**config.mk**
```make
export PLATFORM = sky130hd
export DESIGN_NAME = sdr_user_ctrl_flat
export DESIGN_NICKNAME = d
export VERILOG_FILES = /design/src/rtl/sdr_user_ctrl_pkg.sv /design/src/rtl/sdr_user_ctrl_if.sv /design/src/rtl/sdr_user_ctrl_key_debounce.sv /design/src/rtl/sdr_user_ctrl.sv /design/src/flat_wrapper.sv
export SDC_FILE = /design/constraint.sdc
export NUM_CORES = 1
export LEC_CHECK = 0
export CAP_MARGIN = 20
export CORE_MARGIN = 1
export CORE_UTILIZATION = 44
export DETAILED_ROUTE_END_ITERATION = 6
export PLACE_DENSITY = 0.82
export SLEW_MARGIN = 30
export SYNTH_ARGS = -nofsm -noshare
export SYNTH_HDL_FRONTEND = slang
export SYNTH_SLANG_ARGS = --single-unit
```
**constraint.sdc**
```tcl
create_clock -name sys_clk -period 1.7 [get_ports sys_clk]
set_input_delay 0.255 -clock sys_clk [delete_from_list [all_inputs] [get_ports sys_clk]]
set_output_delay 0.255 -clock sys_clk [all_outputs]
set_load 0.02 [all_outputs]
```
**src/rtl/sdr_user_ctrl_pkg.sv**
```systemverilog
// Shared types and constants for the SDRAM user command stage.
package sdr_user_pkg;

    typedef enum logic [2:0] {
        ST_IDLE    = 3'd0,
        ST_WR_REQ  = 3'd1,
        ST_RD_REQ  = 3'd2,
        ST_RD_WAIT = 3'd3,
        ST_DONE    = 3'd4,
        ST_ERR     = 3'd5
    } state_t;

    localparam int ADDR_W_DEF = 24;
    localparam int DATA_W_DEF = 16;

    // LEDR bit positions
    localparam int LED_BUSY   = 0;
    localparam int LED_DONE   = 1;
    localparam int LED_ERR    = 2;
    localparam int LED_WR     = 3;
    localparam int LED_CNT_LO = 4;
    localparam int LED_CNT_HI = 9;

    // SW field positions
    localparam int SW_OP     = 9;
    localparam int SW_COL_HI = 8;
    localparam int SW_COL_LO = 4;
    localparam int COL_W     = SW_COL_HI - SW_COL_LO + 1;

    // States in which the wait counter runs and a timeout can fire
    function automatic logic is_wait_state(input state_t s);
        return (s == ST_WR_REQ) || (s == ST_RD_REQ) || (s == ST_RD_WAIT);
    endfunction

endpackage

```
**src/rtl/sdr_user_ctrl_if.sv**
```systemverilog
// Request/acknowledge bus between the user command stage and the SDRAM controller core.
interface sdr_user_ctrl_if
    import sdr_user_pkg::*;
#(
    parameter int ADDR_W = ADDR_W_DEF,
    parameter int DATA_W = DATA_W_DEF
);
    logic              wr_req;
    logic              wr_ack;
    logic              rd_req;
    logic              rd_ack;
    logic              rd_valid;
    logic [ADDR_W-1:0] addr;
    logic [DATA_W-1:0] wr_data;
    logic [DATA_W-1:0] rd_data;

    // User side: issues requests
    modport master (
        output wr_req, rd_req, addr, wr_data,
        input  wr_ack, rd_ack, rd_valid, rd_data
    );

    // Controller side: answers requests
    modport slave (
        input  wr_req, rd_req, addr, wr_data,
        output wr_ack, rd_ack, rd_valid, rd_data
    );
endinterface

```
**src/rtl/sdr_user_ctrl_key_debounce.sv**
```systemverilog
// Pushbutton conditioner: 2-FF synchroniser, stability counter and a one-cycle
// press pulse on the debounced released->pressed transition.
module key_debounce
    import sdr_user_pkg::*;
#(
    parameter int DEB_CYCLES = 1_000_000
) (
    input  logic clk,
    input  logic rst_n,
    input  logic key_raw,
    output logic press
);
    localparam int CNT_W = $clog2(DEB_CYCLES + 1);

    logic             meta_r;
    logic             sync_r;
    logic             level_r;
    logic             press_r;
    logic [CNT_W-1:0] cnt_r;

    // Bring the asynchronous key into the clock domain; idle level is released (high)
    always_ff @(posedge clk or negedge rst_n) begin
        if (!rst_n) begin
            meta_r <= 1'b1;
            sync_r <= 1'b1;
        end else begin
            meta_r <= key_raw;
            sync_r <= meta_r;
        end
    end

    // Accept a new level only after DEB_CYCLES consecutive differing samples; pulse on press
    always_ff @(posedge clk or negedge rst_n) begin
        if (!rst_n) begin
            cnt_r   <= {CNT_W{1'b0}};
            level_r <= 1'b1;
            press_r <= 1'b0;
        end else begin
            press_r <= 1'b0;
            if (sync_r == level_r) begin
                cnt_r <= {CNT_W{1'b0}};
            end else if (cnt_r == CNT_W'(DEB_CYCLES - 1)) begin
                cnt_r   <= {CNT_W{1'b0}};
                level_r <= sync_r;
                press_r <= ~sync_r;
            end else begin
                cnt_r <= cnt_r + CNT_W'(1);
            end
        end
    end

    assign press = press_r;

endmodule

```
**src/rtl/sdr_user_ctrl.sv**
```systemverilog
// User command stage: turns each debounced key press into one SDRAM write or
// read, runs the req/ack handshake, keeps the last data word for the display
// and reports status on LEDR. A request is held for at most TIMEOUT_CYC cycles.
module sdr_user_ctrl
    import sdr_user_pkg::*;
#(
    parameter int DEB_CYCLES  = 1_000_000,
    parameter int TIMEOUT_CYC = 65_535,
    parameter int ADDR_W      = ADDR_W_DEF,
    parameter int DATA_W      = DATA_W_DEF
) (
    input  logic                 sys_clk,
    input  logic                 sys_rst_n,
    input  logic [9:0]           SW,
    input  logic                 KEY,
    sdr_user_ctrl_if.master      sdr,
    output logic [DATA_W-1:0]    disp_data,
    output logic [9:0]           LEDR
);
    localparam int WC_W = $clog2(TIMEOUT_CYC + 1);

    state_t            state_r;
    state_t            state_nx;
    logic              press_s;
    logic              capture_s;
    logic              timeout_s;
    logic              wr_ack_hit_s;
    logic              rd_ack_hit_s;
    logic              rd_take_s;
    logic [WC_W-1:0]   wait_cnt_r;
    logic [ADDR_W-1:0] addr_r;
    logic [DATA_W-1:0] wr_data_r;
    logic [DATA_W-1:0] disp_r;
    logic              wr_req_r;
    logic              rd_req_r;
    logic              busy_r;
    logic              done_r;
    logic              err_r;
    logic              last_wr_r;
    logic [5:0]        press_cnt_r;

    key_debounce #(.DEB_CYCLES(DEB_CYCLES)) u_key_debounce (
        .clk     (sys_clk),
        .rst_n   (sys_rst_n),
        .key_raw (KEY),
        .press   (press_s)
    );

    // Presses outside IDLE are dropped; acks only count in the state that expects them
    assign capture_s    = (state_r == ST_IDLE) && press_s;
    assign timeout_s    = (wait_cnt_r == WC_W'(TIMEOUT_CYC - 1));
    assign wr_ack_hit_s = (state_r == ST_WR_REQ) && sdr.wr_ack;
    assign rd_ack_hit_s = (state_r == ST_RD_REQ) && sdr.rd_ack;
    assign rd_take_s    = ((state_r == ST_RD_WAIT) || rd_ack_hit_s) && sdr.rd_valid;

    // State register
    always_ff @(posedge sys_clk or negedge sys_rst_n) begin
        if (!sys_rst_n) begin
            state_r <= ST_IDLE;
        end else begin
            state_r <= state_nx;
        end
    end

    // Next-state decode; a handshake in the timeout cycle wins over the timeout
    always_comb begin
        state_nx = state_r;
        case (state_r)
            ST_IDLE: begin
                if (capture_s) begin
                    state_nx = SW[SW_OP] ? ST_WR_REQ : ST_RD_REQ;
                end else begin
                    state_nx = ST_IDLE;
                end
            end
            ST_WR_REQ: begin
                if (wr_ack_hit_s) begin
                    state_nx = ST_DONE;
                end else if (timeout_s) begin
                    state_nx = ST_ERR;
                end else begin
                    state_nx = ST_WR_REQ;
                end
            end
            ST_RD_REQ: begin
                if (rd_take_s) begin
                    state_nx = ST_DONE;
                end else if (rd_ack_hit_s) begin
                    state_nx = ST_RD_WAIT;
                end else if (timeout_s) begin
                    state_nx = ST_ERR;
                end else begin
                    state_nx = ST_RD_REQ;
                end
            end
            ST_RD_WAIT: begin
                if (rd_take_s) begin
                    state_nx = ST_DONE;
                end else if (timeout_s) begin
                    state_nx = ST_ERR;
                end else begin
                    state_nx = ST_RD_WAIT;
                end
            end
            ST_DONE: state_nx = ST_IDLE;
            ST_ERR:  state_nx = ST_IDLE;
            default: state_nx = ST_IDLE;
        endcase
    end

    // Wait counter: restarts on every state change, runs only while waiting on the controller
    always_ff @(posedge sys_clk or negedge sys_rst_n) begin
        if (!sys_rst_n) begin
            wait_cnt_r <= {WC_W{1'b0}};
        end else if (state_nx != state_r) begin
            wait_cnt_r <= {WC_W{1'b0}};
        end else if (is_wait_state(state_r)) begin
            wait_cnt_r <= wait_cnt_r + WC_W'(1);
        end else begin
            wait_cnt_r <= {WC_W{1'b0}};
        end
    end

    // Capture command fields at an accepted press; they stay frozen while a request is out
    always_ff @(posedge sys_clk or negedge sys_rst_n) begin
        if (!sys_rst_n) begin
            addr_r      <= {ADDR_W{1'b0}};
            wr_data_r   <= {DATA_W{1'b0}};
            last_wr_r   <= 1'b0;
            press_cnt_r <= 6'd0;
        end else if (capture_s) begin
            addr_r      <= {{(ADDR_W - COL_W){1'b0}}, SW[SW_COL_HI:SW_COL_LO]};
            wr_data_r   <= {(DATA_W / 4){SW[3:0]}};
            last_wr_r   <= SW[SW_OP];
            press_cnt_r <= press_cnt_r + 6'd1;
        end else begin
            addr_r      <= addr_r;
            wr_data_r   <= wr_data_r;
            last_wr_r   <= last_wr_r;
            press_cnt_r <= press_cnt_r;
        end
    end

    // Done/error flags: set on entry to DONE/ERR, held until the next accepted press
    always_ff @(posedge sys_clk or negedge sys_rst_n) begin
        if (!sys_rst_n) begin
            done_r <= 1'b0;
            err_r  <= 1'b0;
        end else if (capture_s) begin
            done_r <= 1'b0;
            err_r  <= 1'b0;
        end else if (state_nx == ST_DONE) begin
            done_r <= 1'b1;
        end else if (state_nx == ST_ERR) begin
            err_r <= 1'b1;
        end else begin
            done_r <= done_r;
            err_r  <= err_r;
        end
    end

    // Display word: written data on write ack, returned data on read completion
    always_ff @(posedge sys_clk or negedge sys_rst_n) begin
        if (!sys_rst_n) begin
            disp_r <= {DATA_W{1'b0}};
        end else if (wr_ack_hit_s) begin
            disp_r <= wr_data_r;
        end else if (rd_take_s) begin
            disp_r <= sdr.rd_data;
        end else begin
            disp_r <= disp_r;
        end
    end

    // Requests and busy registered from the next state so they drop the cycle after ack/timeout
    always_ff @(posedge sys_clk or negedge sys_rst_n) begin
        if (!sys_rst_n) begin
            wr_req_r <= 1'b0;
            rd_req_r <= 1'b0;
            busy_r   <= 1'b0;
        end else begin
            wr_req_r <= (state_nx == ST_WR_REQ);
            rd_req_r <= (state_nx == ST_RD_REQ);
            busy_r   <= (state_nx != ST_IDLE);
        end
    end

    assign sdr.wr_req  = wr_req_r;
    assign sdr.rd_req  = rd_req_r;
    assign sdr.addr    = addr_r;
    assign sdr.wr_data = wr_data_r;
    assign disp_data   = disp_r;

    assign LEDR[LED_CNT_HI:LED_CNT_LO] = press_cnt_r;
    assign LEDR[LED_WR]                = last_wr_r;
    assign LEDR[LED_ERR]               = err_r;
    assign LEDR[LED_DONE]              = done_r;
    assign LEDR[LED_BUSY]              = busy_r;

endmodule

```
**src/flat_wrapper.sv**
```systemverilog
// flat-port wrapper written by rule: the top's interface ports become plain ports
module sdr_user_ctrl_flat import sdr_user_pkg::*;
#(
    parameter int DEB_CYCLES  = 1_000_000,
    parameter int TIMEOUT_CYC = 65_535,
    parameter int ADDR_W      = ADDR_W_DEF,
    parameter int DATA_W      = DATA_W_DEF
)
  (sys_clk, sys_rst_n, SW, KEY, disp_data, LEDR, sdr_wr_req, sdr_rd_req, sdr_addr, sdr_wr_data, sdr_wr_ack, sdr_rd_ack, sdr_rd_valid, sdr_rd_data);
  sdr_user_ctrl_if #(.ADDR_W(ADDR_W), .DATA_W(DATA_W)) sdr_i ();
  input  logic sys_clk;
  input  logic sys_rst_n;
  input  logic [9:0] SW;
  input  logic KEY;
  output logic [DATA_W-1:0] disp_data;
  output logic [9:0] LEDR;
  output wire logic [$bits(sdr_i.wr_req)-1:0] sdr_wr_req;
  output wire logic [$bits(sdr_i.rd_req)-1:0] sdr_rd_req;
  output wire logic [$bits(sdr_i.addr)-1:0] sdr_addr;
  output wire logic [$bits(sdr_i.wr_data)-1:0] sdr_wr_data;
  input wire logic [$bits(sdr_i.wr_ack)-1:0] sdr_wr_ack;
  input wire logic [$bits(sdr_i.rd_ack)-1:0] sdr_rd_ack;
  input wire logic [$bits(sdr_i.rd_valid)-1:0] sdr_rd_valid;
  input wire logic [$bits(sdr_i.rd_data)-1:0] sdr_rd_data;
  assign sdr_wr_req = sdr_i.wr_req;
  assign sdr_rd_req = sdr_i.rd_req;
  assign sdr_addr = sdr_i.addr;
  assign sdr_wr_data = sdr_i.wr_data;
  assign sdr_i.wr_ack = sdr_wr_ack;
  assign sdr_i.rd_ack = sdr_rd_ack;
  assign sdr_i.rd_valid = sdr_rd_valid;
  assign sdr_i.rd_data = sdr_rd_data;
  sdr_user_ctrl #(.DEB_CYCLES(DEB_CYCLES), .TIMEOUT_CYC(TIMEOUT_CYC), .ADDR_W(ADDR_W), .DATA_W(DATA_W)) u_core (.sys_clk(sys_clk), .sys_rst_n(sys_rst_n), .SW(SW), .KEY(KEY), .sdr(sdr_i), .disp_data(disp_data), .LEDR(LEDR));
endmodule
```
Fig. 1: the clock network
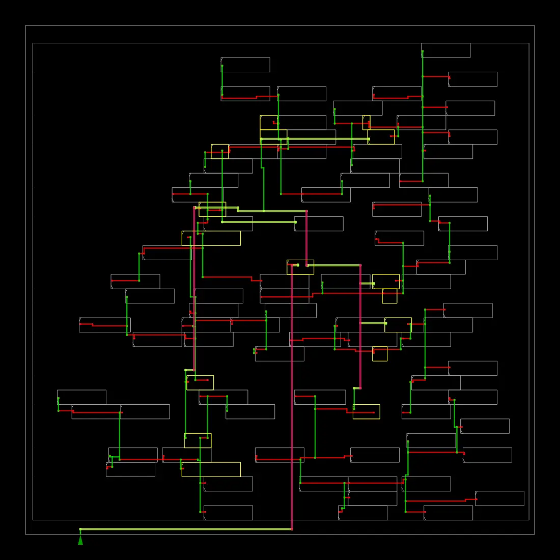
clk_buf instances: 10
clock group power: 1.56 mW
Worst Clk Skew: 0.01356 ns
CTS Buf Count: 9
clk_lat worst skew: 0.36 ns

Fig. 2: placed cells, one color a class
Scale: 4 px per um.
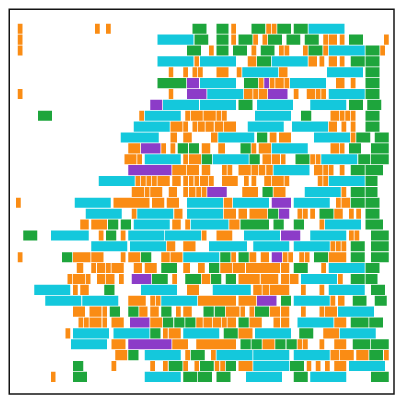
color	class	cells	share of their area
purple	clock drivers and dummy loads	16	4.3%
green	remaining buffers and delay cells	125	23%
orange	combinational and other logic	292	34%
cyan	sequential cells	80	39%

[cell type report]
| class | count | area (um^2) |
|---|---|---|
| Clock inverter | 6 | 92.59 |
| Timing Repair Buffer | 125 | 1191 |
| Tap cell | 105 | 131.4 |
| Sequential cell | 80 | 2008 |
| Fill cell | 628 | 3108 |
| Inverter | 4 | 15.01 |
| Clock buffer | 10 | 127.6 |
| Multi-Input combinational cell | 288 | 1708 |
[routing by layer]
layer / up-vias / share of wire / global-route usage
met5: - / 0 / 0
met4: 0 / 0.023 / 0.1070
met3: 19 / 0.054 / 0.04186
met2: 109 / 0.50 / 0.3399
met1: 1537 / 0.43 / 0.2459
li1: 1493 / - / -
[flip-flops by register name (all words and copies together) (netlist names)]
name                           count
u_core.busy_r                      1
u_core.disp_data                  16
u_core.done_r                      1
u_core.err_r                       1
u_core.last_wr_r                   1
u_core.press_cnt_r                 6
u_core.sdr.addr                    5
u_core.sdr.rd_req                  1
u_core.sdr.wr_data                 4
u_core.sdr.wr_req                  1
u_core.state_r                     3
u_core.u_key_debounce.cnt_r       20
u_core.u_key_debounce.level_r      1
u_core.u_key_debounce.meta_r       1
u_core.u_key_debounce.press        1
u_core.u_key_debounce.sync_r       1
u_core.wait_cnt_r                 16
[cell families after synthesis]
group	Yosys count
flip-flops	80
adder cells (fa/ha/maj)	4
AND/OR/NAND/NOR	195
AND-OR/OR-AND	30
buffers and inverters	52
XOR/XNOR	38
other	1
multiplexers	2
[critical path: stages (launching register included)]
cell and delay, ns:
dfrtp_1 0.40, inv_2 0.08, ha_4 0.12, and4_1 0.18, nand2_2 0.09, o311ai_4 0.29, o211ai_2 0.13, or3b_1 0.35
==> results_slide.txt <==
Implementation Results

Route
  • Detailed router's first-iteration violation count: ~130
  • DRC viols: 0
  • Detail Route Antenna Nets: 0
  • Drt pass-1 iters: 4
  • Overall routed net length: slightly below 9 mm
  • Vias post-DR: 3158
  • Vias per inst: 5.110
  • WL per Instance: around 14 um

Outcome
  • Status: complete, but fails checks
  • Failing checks: negative setup slack

Clock tree
  • CTS tree: yes
  • Post_cts resized: 23
  • # Post-CTS Setup Buffers: 1
  • Clock Path Buffers: 2
  • Clock sinks: 80
  • Clock transition at path regs: ~0.09 ns
  • CTS Root Cell: clkbuf_8
  • H-tree Lvls: 3
  • Hold buffers post-CTS: 1

Critical path
  • R2R Setup Slk: -0.05 ns
  • Launch point of the worst reg-to-reg path: u_core.wait_cnt_r[0]
  • Setup crit end: u_core.busy_r
  • Crit path from: u_core.wait_cnt_r[0]
  • Worst r2r path cells: 7
  • Worst Setup End Kind: register
  • Crit path DAT: ~2 ns
  • Worst r2r dst: u_core.busy_r
  • Critical Path RT: 1.94 ns
  • Element type at the critical path start: register
  • Critical path type: register to register
  • Max Fanout on Critical Path: 2

Pwr
  • Sequential Power Share: 0.440
  • Top Consumer: sequential cells
  • P_seq: around 2.3 mW
  • Sw power: 1.559 mW
  • Clock power share: 0.301
  • Static leakage: about 2.3 nW
  • Logic pwr share: 0.259
  • Int Pwr: 3.632 mW
  • Power, Total: 5.191 mW
  • P_comb: approximately 1.4 mW
  • Peak VDD IR: ~440 uV
  • PD cells: around 980 mW/mm^2
  • Switch share: 0.3004

Timing
  • Tcrit/Tclk final: 1.031
  • Final Hold Vio Count: 0
  • Final slew viol count: 0
  • Fmax: 0.5707 GHz
  • Setup ws final: -0.05236 ns
  • # setup viols final: 17
  • Hold WS: a little over 0.3 ns
  • RSZ-0062 raised after global routing: true
  • Minimum clock period: about 1.8 ns
  • TNS Setup: -0.4053 ns

Logic synthesis
  • Area leader share: 0.4977
  • Top cells by count, synth: nand2_1 (85), dfrtp_1 (77), nor2_1 (54)
  • Count leader, synth: nand2_1
  • Most used DFF post-synth: dfrtp_1
  • Synth mux share: 0.005495
  • Synthesis area per yosys: a little under 0.004 mm^2
  • Ys flops: 80
  • Post-synth EDFFs: 0
  • Distinct lib cells: about 46
  • Synth Seq Share: 0.5181
  • Post-synth ARST share: 1.000
  • Xor/xnor share: 0.08597
  • Ys Warns: 0
  • Aoi share: 0.05721
  • Cell count after synthesis: 402
  • Main logic family: simple AND/OR/NAND/NOR gates
  • Syn_area_per_cell: roughly 9.6 um^2
  • Post-synth top area cell: dfrtp_1
  • Mapped Area: between 0.003 and 0.004 mm^2
  • Cells in synth_stat.txt: between 400 and 500
  • Top cells, area: dfrtp_1 (50%), nand2_1 (8.2%), buf_4 (7.0%), nor2_1 (5.2%), xor2_1 (5.0%)
  • Adders+Majority by Area: 0.01293
  • Simple share: 0.2288

GRT
  • Number of global-route vias before repair: about 3000
  • Pin count of the biggest net entering global routing: 31
  • Gr usage total: 0.2028
  • Global route overflow: 0
  • Global-route wire length before repair: between 10 and 15 mm
  • Initial antenna violation count: 0

Min path
  • Hold path start: KEY
  • Worst min path class: input port to register
  • Hold path endpoint: u_core.u_key_debounce.meta_r
  • WHS Path Cells: 1

Placement
  • Pre-CTS setup slack: -0.2135 ns
  • Global placement routability congestion: between 0.8 and 0.9
  • PortBufs: about 80
  • Inst Count DP: roughly 600
  • Detailed placement HPWL: roughly 6.2 mm
  • Cell Area, Placed: around 0.0049 mm^2

Run
  • Max Cap Viol: 0
  • Log Warnings: 30

Final layout
  • Layout Nets: 544
  • Area Growth Syn to Fin: 36.23%
  • Post-route cell area: approximately 0.0053 mm^2
  • Post-layout util: 0.6292
  • Diode count: 0
  • Share of cells above drive strength 1: 0.1891
  • Top cells excl fill/tap: nand2_1 (83), dfrtp_1 (75), clkdlybuf4s50_1 (59), nor2_1 (45), buf_4 (40)
  • Cell Count, Final, Fillers Out: between 600 and 700
  • Most numerous logic cell after layout: nand2_1

Floorplan
  • I/O pin count: roughly 100
  • Fp util: 0.4619
  • Core outline area: roughly 0.0084 mm^2
  • Die Area: around 0.0092 mm^2
  • Row cnt: 33
  • Die Ht: between 90 and 100 um
  • Die width: roughly 96 um
Power figures rest on the tool's default switching activity, not on a simulated workload.
